run_1/wires.png
Scale: 6 px per µm.
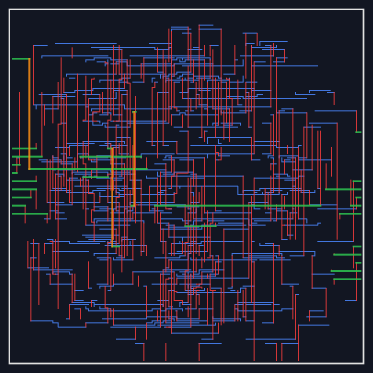
run_1/logic_types.png
Scale: 6 px per µm.
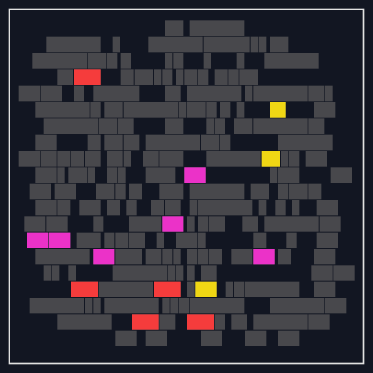
run_1/flops_by_reg.png
Scale: 4 px per µm. Other sequential cells in the stronger grey, the rest of the logic in the fainter grey.
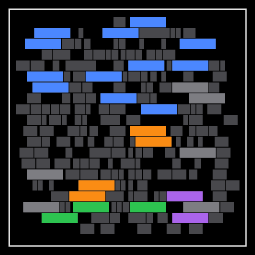
File: config.mk
export PLATFORM = sky130hd
export DESIGN_NAME = ps2_cmd_sequencer_flat
export DESIGN_NICKNAME = d
export VERILOG_FILES = /design/src/rtl/ps2_cmd_sequencer_if.sv /design/src/rtl/ps2_cmd_sequencer.sv /design/src/flat_wrapper.sv
export SDC_FILE = /design/constraint.sdc
export NUM_CORES = 1
export LEC_CHECK = 0
export CORE_UTILIZATION = 50
export DETAILED_ROUTE_END_ITERATION = 10
export PLACE_DENSITY = 0.75
export SETUP_SLACK_MARGIN = 0.3
export SLEW_MARGIN = 20
export SYNTH_ARGS = -nofsm -noshare
export SYNTH_HDL_FRONTEND = slang
export SYNTH_SLANG_ARGS = --single-unit
export TNS_END_PERCENT = 5
File: constraint.sdc
create_clock -name slowClk -period 3.2 [get_ports slowClk]
set_clock_uncertainty 0.2 [all_clocks]
set_input_delay 0.96 -clock slowClk [delete_from_list [all_inputs] [get_ports slowClk]]
set_output_delay 0.96 -clock slowClk [all_outputs]
set_load 0.005 [all_outputs]
File: src/rtl/ps2_cmd_sequencer_if.sv
// Handshake bundle between the PS/2 command sequencer, the input controller
// and the PS/2 transmitter/receiver pair.
interface ps2_cmd_sequencer_if;
    logic       start;
    logic [7:0] txCommand;
    logic       txSend;
    logic       txDone;
    logic [7:0] rxData;
    logic       rxValid;
    logic       busy;
    logic       initDone;
    logic       error;
    logic [2:0] step;

    // master drives requests and PS/2 events; slave is the sequencer itself
    modport master (output start, txDone, rxData, rxValid,
                    input  txCommand, txSend, busy, initDone, error, step);
    modport slave  (input  start, txDone, rxData, rxValid,
                    output txCommand, txSend, busy, initDone, error, step);
endinterface

File: src/rtl/ps2_cmd_sequencer.sv
// PS/2 mouse init sequencer: sends the command list, checks ACK/BAT/ID, retries.
// Optional macro PS2_SEQ_SAMPLE_RATE_EN inserts "set sample rate 200" before enable.
module ps2_cmd_sequencer #(
    parameter int TIMEOUT_CYCLES = 4096,
    parameter int MAX_RETRIES    = 3
) (
    input logic                  slowClk,
    input logic                  reset,
    ps2_cmd_sequencer_if.slave   bus
);
    localparam int TW = $clog2(TIMEOUT_CYCLES);
    localparam int RW = (MAX_RETRIES < 1) ? 1 : $clog2(MAX_RETRIES + 1);

`ifdef PS2_SEQ_SAMPLE_RATE_EN
    localparam logic [2:0] LAST_STEP = 3'd3;
`else
    localparam logic [2:0] LAST_STEP = 3'd1;
`endif

    localparam logic [3:0] S_IDLE     = 4'd0;
    localparam logic [3:0] S_SEND     = 4'd1;
    localparam logic [3:0] S_WAIT_TX  = 4'd2;
    localparam logic [3:0] S_WAIT_ACK = 4'd3;
    localparam logic [3:0] S_WAIT_BAT = 4'd4;
    localparam logic [3:0] S_WAIT_ID  = 4'd5;
    localparam logic [3:0] S_NEXT     = 4'd6;
    localparam logic [3:0] S_DONE     = 4'd7;
    localparam logic [3:0] S_FAIL     = 4'd8;

    function automatic logic [7:0] cmd_at(input logic [2:0] idx);
`ifdef PS2_SEQ_SAMPLE_RATE_EN
        case (idx)
            3'd0:    return 8'hFF;
            3'd1:    return 8'hF3;
            3'd2:    return 8'hC8;
            default: return 8'hF4;
        endcase
`else
        case (idx)
            3'd0:    return 8'hFF;
            default: return 8'hF4;
        endcase
`endif
    endfunction

    logic [3:0]    state_q, state_d;
    logic [2:0]    step_q, step_d;
    logic [RW-1:0] retry_q, retry_d;
    logic [TW-1:0] tcnt_q, tcnt_d;
    logic [7:0]    txCommand_q, txCommand_d;
    logic          txSend_q, txSend_d;
    logic          busy_q, busy_d;
    logic          initDone_q, initDone_d;
    logic          error_q, error_d;
    logic          timeout, do_retry;

    assign timeout = (tcnt_q == TW'(TIMEOUT_CYCLES - 1));

    always_comb begin
        state_d     = state_q;
        step_d      = step_q;
        retry_d     = retry_q;
        tcnt_d      = '0;
        txCommand_d = txCommand_q;
        txSend_d    = 1'b0;
        busy_d      = busy_q;
        initDone_d  = initDone_q;
        error_d     = error_q;
        do_retry    = 1'b0;

        // A response byte is checked before the timeout, so it wins a tie.
        case (state_q)
            S_IDLE: if (bus.start) begin
                initDone_d = 1'b0;
                error_d    = 1'b0;
                step_d     = '0;
                retry_d    = '0;
                busy_d     = 1'b1;
                state_d    = S_SEND;
            end
            S_SEND: begin
                txCommand_d = cmd_at(step_q);
                txSend_d    = 1'b1;
                state_d     = S_WAIT_TX;
            end
            S_WAIT_TX: if (bus.txDone) state_d = S_WAIT_ACK;
            S_WAIT_ACK: begin
                if (bus.rxValid && bus.rxData == 8'hFA)
                    state_d = (txCommand_q == 8'hFF) ? S_WAIT_BAT : S_NEXT;
                else if ((bus.rxValid && bus.rxData == 8'hFE) || timeout)
                    do_retry = 1'b1;
                else
                    tcnt_d = tcnt_q + 1'b1;
            end
            S_WAIT_BAT: begin
                if (bus.rxValid && bus.rxData == 8'hAA)
                    state_d = S_WAIT_ID;
                else if ((bus.rxValid && bus.rxData == 8'hFC) || timeout)
                    do_retry = 1'b1;
                else
                    tcnt_d = tcnt_q + 1'b1;
            end
            S_WAIT_ID: begin
                if (bus.rxValid && bus.rxData == 8'h00)
                    state_d = S_NEXT;
                else if (timeout)
                    do_retry = 1'b1;
                else
                    tcnt_d = tcnt_q + 1'b1;
            end
            S_NEXT: begin
                if (step_q == LAST_STEP) begin
                    state_d = S_DONE;
                end else begin
                    step_d  = step_q + 3'd1;
                    retry_d = '0;
                    state_d = S_SEND;
                end
            end
            S_DONE: begin
                initDone_d = 1'b1;
                busy_d     = 1'b0;
                state_d    = S_IDLE;
            end
            S_FAIL: begin
                error_d = 1'b1;
                busy_d  = 1'b0;
                state_d = S_IDLE;
            end
            default: state_d = S_IDLE;
        endcase

        if (do_retry) begin
            if (retry_q < RW'(MAX_RETRIES)) begin
                retry_d = retry_q + 1'b1;
                state_d = S_SEND;
            end else begin
                state_d = S_FAIL;
            end
        end
    end

    always_ff @(posedge slowClk or posedge reset) begin
        if (reset) begin
            state_q     <= S_IDLE;
            step_q      <= '0;
            retry_q     <= '0;
            tcnt_q      <= '0;
            txCommand_q <= '0;
            txSend_q    <= 1'b0;
            busy_q      <= 1'b0;
            initDone_q  <= 1'b0;
            error_q     <= 1'b0;
        end else begin
            state_q     <= state_d;
            step_q      <= step_d;
            retry_q     <= retry_d;
            tcnt_q      <= tcnt_d;
            txCommand_q <= txCommand_d;
            txSend_q    <= txSend_d;
            busy_q      <= busy_d;
            initDone_q  <= initDone_d;
            error_q     <= error_d;
        end
    end

    assign bus.txCommand = txCommand_q;
    assign bus.txSend    = txSend_q;
    assign bus.busy      = busy_q;
    assign bus.initDone  = initDone_q;
    assign bus.error     = error_q;
    assign bus.step      = step_q;
endmodule

File: src/flat_wrapper.sv
// flat-port wrapper written by rule: the top's interface ports become plain ports
module ps2_cmd_sequencer_flat 
#(
    parameter int TIMEOUT_CYCLES = 4096,
    parameter int MAX_RETRIES    = 3
)
  (slowClk, reset, bus_start, bus_txDone, bus_rxData, bus_rxValid, bus_txCommand, bus_txSend, bus_busy, bus_initDone, bus_error, bus_step);
  ps2_cmd_sequencer_if bus_i ();
  input logic slowClk;
  input logic reset;
  input wire logic [$bits(bus_i.start)-1:0] bus_start;
  input wire logic [$bits(bus_i.txDone)-1:0] bus_txDone;
  input wire logic [$bits(bus_i.rxData)-1:0] bus_rxData;
  input wire logic [$bits(bus_i.rxValid)-1:0] bus_rxValid;
  output wire logic [$bits(bus_i.txCommand)-1:0] bus_txCommand;
  output wire logic [$bits(bus_i.txSend)-1:0] bus_txSend;
  output wire logic [$bits(bus_i.busy)-1:0] bus_busy;
  output wire logic [$bits(bus_i.initDone)-1:0] bus_initDone;
  output wire logic [$bits(bus_i.error)-1:0] bus_error;
  output wire logic [$bits(bus_i.step)-1:0] bus_step;
  assign bus_i.start = bus_start;
  assign bus_i.txDone = bus_txDone;
  assign bus_i.rxData = bus_rxData;
  assign bus_i.rxValid = bus_rxValid;
  assign bus_txCommand = bus_i.txCommand;
  assign bus_txSend = bus_i.txSend;
  assign bus_busy = bus_i.busy;
  assign bus_initDone = bus_i.initDone;
  assign bus_error = bus_i.error;
  assign bus_step = bus_i.step;
  ps2_cmd_sequencer #(.TIMEOUT_CYCLES(TIMEOUT_CYCLES), .MAX_RETRIES(MAX_RETRIES)) u_core (.slowClk(slowClk), .reset(reset), .bus(bus_i));
endmodule
==> results.toml, run 1 <==
# flow metrics
[outcome]
outcome = "complete, no violations"

[drt]
wl_per_cell_um = 14.2
wirelength_mm = 3.40
first_pass_iters = 4
drt_first_iter_violations = 48
drc = 0
vias = 1345
vias_per_cell = 5.63

[critical_path]
critPathKind = "primary input to flop"
end_kind = "flop"
start_kind = "primary input"
path_max_fanout = 4
r2r_setup_slack_ps = 690
worstReg2RegEnd = "u_core.retry_q[1]$_DFF_PP0_"
crit_start = "bus_rxData[1]"
crit_cells = 6
crit_required_ps = 3220
timing.rr.start = "u_core.state_q[0]$_DFFE_PP0P_"
ff2ff_path_depth = 5
crit_arrival_ps = 2870
critical-path-max-stage-delay_ps = 520

[clocking]
clkSinkCount = 27
insertion_delay_ps = 320
clkSlewWorstSetupHoldPaths_ps = 140
cts_max_path_buffers = 2
root_buffer = "clkbuf_4"
numCtsBuffers = 3
hold_buffers = 0
h-tree-depth = 1

[pwr]
power.density_nw_per_um2 = 635
peakVddDrop_mv = 0.327
totalPowerFinal_mw = 1.25

[synth]
area_leaders = "dfrtp_1, ha_1, mux2i_1"
top_cells_by_count = "dfrtp_1, nand2_1, nor2_1"
yosys_area_um2 = 1610
syn_nets = 186
syn_area_um2 = 1610
avgSynthCellArea_um2 = 9.60
synthArstFlopShare = 1.00
synthDominantCellAreaShare = 0.419
ys_ff = 27
yosys_warnings = 0
ys_cells = 168
top_area_cell = "dfrtp_1"
netlist_instances = 168
ys_seq_share = 0.419
synth_cell_types = 45

[cells_and_area]
nets = 214
register_area_um2 = 676
num_antenna_cells = 0
flops = 27
area_growth_pct = 21.5
largest_class = "multi-input combinational cells"
final_area_um2 = 1960
bufAreaShareNonClock = 0.165
comb_cells = 121
final_cells = 239
num-fill-cells = 266
layout-drive-gt1-share = 0.108
final-clk-cell-share = 0.0134
seq_share = 0.345

[worst_hold_path]
hp-class = "flop to flop"
hold_end = "u_core.retry_q[0]$_DFF_PP0_"
min-delay-start = "u_core.retry_q[0]$_DFF_PP0_"

[flow_run]
warning_count = 28

[timing]
period_used_share = 0.891
final-max-slew-violation-count = 0
worst_pin_slew_ps = 615
rsz0062_at_grt = "false"
hold_viol_final = 0
holdWs_ps = 297
relSlewSlack = 0.585
setup_violations = 0
setup_slack_ps = 350
finalCriticalPeriod_ps = 2850

[placement]
dp_slack_ps = 7.40
portBuffers = 27
dpl.cell_count = 235
placed_cell_area_um2 = 1930
place_congestion = 0.902

[global_route]
grt_util_all_layers = 0.213
antenna_found_initial = 0
grt_pass1_wl_mm = 5.58
grt_max_degree = 28
grt_pass1_vias = 1275

[floorplan]
die_w_um = 58.8
taps = 44
rows = 20
ios = 28
coreArea_um2 = 3050
initCoreUtil = 0.528
Notes on wires.png above:
| layer | colour | wire length |
|---|---|---|
| metal 3 | green | 130 µm |
| metal 4 | orange | 50.3 µm |
| metal 2 | red | 1,680 µm |
| metal 1 | blue | 1,530 µm |

Notes on logic_types.png above:
| family | colour | cells |
|---|---|---|
| mux cells | magenta | 6 |
| fa/ha/maj cells | red | 5 |
| non-inverting ao/oa cells | yellow | 3 |

Notes on flops_by_reg.png above:
| signal | colour | sequential cells |
|---|---|---|
| `u_core.tcnt_q` | blue | 12 |
| `u_core.bus.step` | green | 3 |
| `u_core.bus.txCommand` | purple | 2 |
| `u_core.state_q` | orange | 4 |
not coloured: 6
sequential power: 0.527 mW
Final Util: 0.642

## run 1: registers in the layout, indices dropped and copies added (netlist names)
| name | flops |
|---|---|
| u_core.bus.initDone | 1 |
| u_core.bus.busy | 1 |
| u_core.bus.txCommand | 2 |
| u_core.state_q | 4 |
| u_core.retry_q | 2 |
| u_core.tcnt_q | 12 |
| u_core.bus.error | 1 |
| u_core.bus.step | 3 |
| u_core.bus.txSend | 1 |
## run 1: power breakdown
group / internal [mW] / switching [mW] / total [mW]
clock: 0.0487 / 0.0973 / 0.146
combinational: 0.297 / 0.275 / 0.572
sequential: 0.412 / 0.115 / 0.527
## run 1: per-layer routing
layer	GRT usage	up-vias	share of wire	wire [µm]
li1	-	657	-	-
met1	0.284	648	0.45	1530
met2	0.360	34	0.50	1680
met3	0.0198	6	0.038	129
met4	0.0748	0	0.015	50
met5	0	-	0	0
## run 1: cell usage in the layout, fill, tap and decap left out, drive strengths merged, types with 2 or more instances in the layout
cell type      Yosys  layout
a21oi              3       3
a31oi              4       4
and3               2       2
buf                6       7
clkbuf             5       4
clkdlybuf4s50      0      27
dfrtp             27      27
ha                 5       5
inv                9       9
mux2i              6       6
nand2             14      14
nand3              7       7
nand3b             2       2
nand4              2       2
nand4bb            2       2
nor2              14      14
nor2b              3       3
nor3              12      12
nor3b              3       3
nor4               4       4
o21ai              7       7
or2                2       2
or4b               2       2
xnor2              6       6
xor2               4       4
## run 1: cells by family after synthesis
kind of cell / share of synthesized area
xor+xnor: 0.0543
fa+ha+maj: 0.0388
compound gates: 0.112
simple gates: 0.279
buf+inv: 0.0605
flops: 0.419
mux: 0.0372
## run 1: what timing repair did
| item | 4_1_cts | 5_1_grt |
|---|---|---|
| setup endpoints to repair | 0 | 3 |
| hold endpoints to repair | 0 | 0 |
| setup buffers | 0 | 0 |
| gates resized | 0 | 1 |
==> run 1 -> run 2 <==
--- a/config.mk
+++ b/config.mk
@@ -7,7 +7,9 @@
 export LEC_CHECK = 0
 export CORE_UTILIZATION = 50
 export DETAILED_ROUTE_END_ITERATION = 10
+export GPL_TIMING_DRIVEN = 0
 export PLACE_DENSITY = 0.75
+export REMOVE_ABC_BUFFERS = 1
 export SETUP_SLACK_MARGIN = 0.3
 export SLEW_MARGIN = 20
 export SYNTH_ARGS = -nofsm -noshare
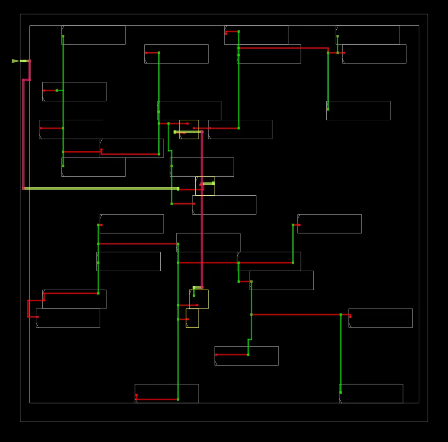
run_2/clocks.png
Num CTS Buffers: 3
final-layout clock buffer total: 3
clk latency late pin: 330 ps

==> run 2 against run 1 <==
Net effect:
- cell count decreased by 2.5%
- synthesized cell count unchanged
- critical path depth unchanged
- critical endpoint is now u_core.retry_q[0]$_DFF_PP0_
- global-route usage decreased by 0.38 points
==> results.toml, run 2 <==
# flow metrics
[drt]
met2_length_mm = 1.51
wirelength_mm = 3.26
wl_met3_um = 130
met1_length_mm = 1.55
top_layer = "met4"
vias = 1333
first_pass_iters = 4
drt_first_iter_violations = 96
vias_per_cell = 5.72
wl_per_cell_um = 14.0
drc = 0

[cells_and_area]
num-fill-cells = 264
final_area_um2 = 1950
bufAreaShareNonClock = 0.142
nets = 208
final-clk-cell-share = 0.0141
final_cells = 233
seq_share = 0.346
flops = 27
largest_register_ffs = 12
area_growth_pct = 21.1
finish.utilization = 0.640
largest_class = "multi-input combinational cells"
num_antenna_cells = 0
layout-drive-gt1-share = 0.111
final_cell_mix = "clkdlybuf4s50_1, dfrtp_1, nor2_1, nand2_1, nor3_1"
largest-register = "u_core.tcnt_q"

[critical_path]
path_max_fanout = 6
start_kind = "primary input"
end_kind = "flop"
crit_cells = 6
ff2ff_path_depth = 5
critical-path-max-stage-delay_ps = 540

[placement]
portBuffers = 27
placed_cell_area_um2 = 1870
place_congestion = 0.783

[global_route]
grt_pass1_vias = 1228
grt_pass1_wl_mm = 5.47
antenna_found_initial = 0
grtUsageMet1 = 0.292
grt_max_degree = 28
gr-usage-met3 = 0.0264
grt_util_all_layers = 0.209
grt_use_met2 = 0.321
gr-max-usage-layer = "met2"

[synth]
area_leaders = "dfrtp_1, ha_1, mux2i_1"
synthArstFlopShare = 1.00
ys_ff = 27
yosys_warnings = 0
top_cells_by_count = "dfrtp_1, nand2_1, nor2_1"
netlist_instances = 168
synthDominantCellAreaShare = 0.419
ys_seq_share = 0.419
ys_cells = 168
syn_area_um2 = 1610

[pwr]
combPwrFrac = 0.461
peakVddDrop_mv = 0.425
pg_clk_mw = 0.152
seqPwrFrac = 0.419
switching_power_mw = 0.500
maxPowerGroup = "combinational cells"
comb_power_mw = 0.582
power.density_nw_per_um2 = 646
pg_seq_mw = 0.528
p_sw_frac = 0.396

[clocking]
clkSinkCount = 27
h-tree-depth = 1
cts_max_path_buffers = 2
hold_buffers = 0
root_buffer = "clkbuf_4"
clkSlewWorstSetupHoldPaths_ps = 140

[floorplan]
taps = 44
rows = 20
coreArea_um2 = 3050
die_w_um = 58.8
ios = 28

[timing]
setup_violations = 0
rsz0062_at_grt = "false"
period_used_share = 0.868
relSlewSlack = 0.615
finalCriticalPeriod_ps = 2780
holdWs_ps = 293
worst_pin_slew_ps = 576
final-max-slew-violation-count = 0
hold_viol_final = 0

[flow_run]
warning_count = 28

[outcome]
outcome = "complete, no violations"

[worst_hold_path]
hp-class = "flop to flop"
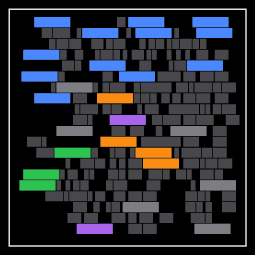
run_2/flops_by_reg.png
Scale: 4 px per µm. Other sequential cells in the stronger grey, the rest of the logic in the fainter grey.
| signal | colour | sequential cells |
|---|---|---|
| `u_core.bus.txCommand` | purple | 2 |
| `u_core.tcnt_q` | blue | 12 |
| `u_core.state_q` | orange | 4 |
| `u_core.bus.step` | green | 3 |
not coloured: 6

==> run 2: logic make-up after synthesis <==
kind of cell               count (synthesis)  share of synthesized area
adders and majority gates                  5                     0.0388
and+or+nand+nor                           76                      0.279
buffers and inverters                     20                     0.0605
xor gates and xnor gates                  10                     0.0543
DFF                                       27                      0.419
muxes                                      6                     0.0372
AOI/OAI and AO/OA                         24                      0.112
==> run 2: worst register-to-register path: stages (launching register included) <==
cell	delay [ps]
dfrtp_1	580
or4b_4	610
a31oi_4	250
nor3_2	110
or4_4	550
mux2i_1	130
==> run 2: per-stage QoR <==
| stage | setup TNS, ps | setup slack (ps) | total power [mW] |
|---|---|---|---|
| floorplan | 0 | 505 | 0.858 |
| global placement | -2910 | -270 | 1.04 |
| detailed placement | -4270 | -385 | 1.07 |
| CTS | 0 | 213 | 1.24 |
| global route | 0 | 339 | 1.37 |
| finish | 0 | 423 | 1.26 |
==> run 2: repair_timing <==
| item | in CTS | in global routing |
|---|---|---|
| gates resized | 2 | 5 |
| endpoints found under the hold margin | 0 | 0 |
| setup endpoints to repair | 11 | 17 |
| buffers inserted | 0 | 1 |
| pin swaps | 0 | 1 |
==> run 2: final timing paths <==
check                                         startpoint                        endpoint  slack (ps)
hold reg to reg              u_core.retry_q[0]$_DFF_PP0_     u_core.retry_q[0]$_DFF_PP0_         290
max in group asynchronous                          reset     u_core.tcnt_q[11]$_DFF_PP0_        1640
setup / recovery                           bus_rxData[1]     u_core.retry_q[0]$_DFF_PP0_         420
setup reg to reg           u_core.state_q[0]$_DFFE_PP0P_     u_core.retry_q[0]$_DFF_PP0_         670
hold / removal               u_core.retry_q[0]$_DFF_PP0_     u_core.retry_q[0]$_DFF_PP0_         290
min in group asynchronous                          reset  u_core.bus.step[0]$_DFFE_PP0P_         780
Power and IR drop assume default switching activity.
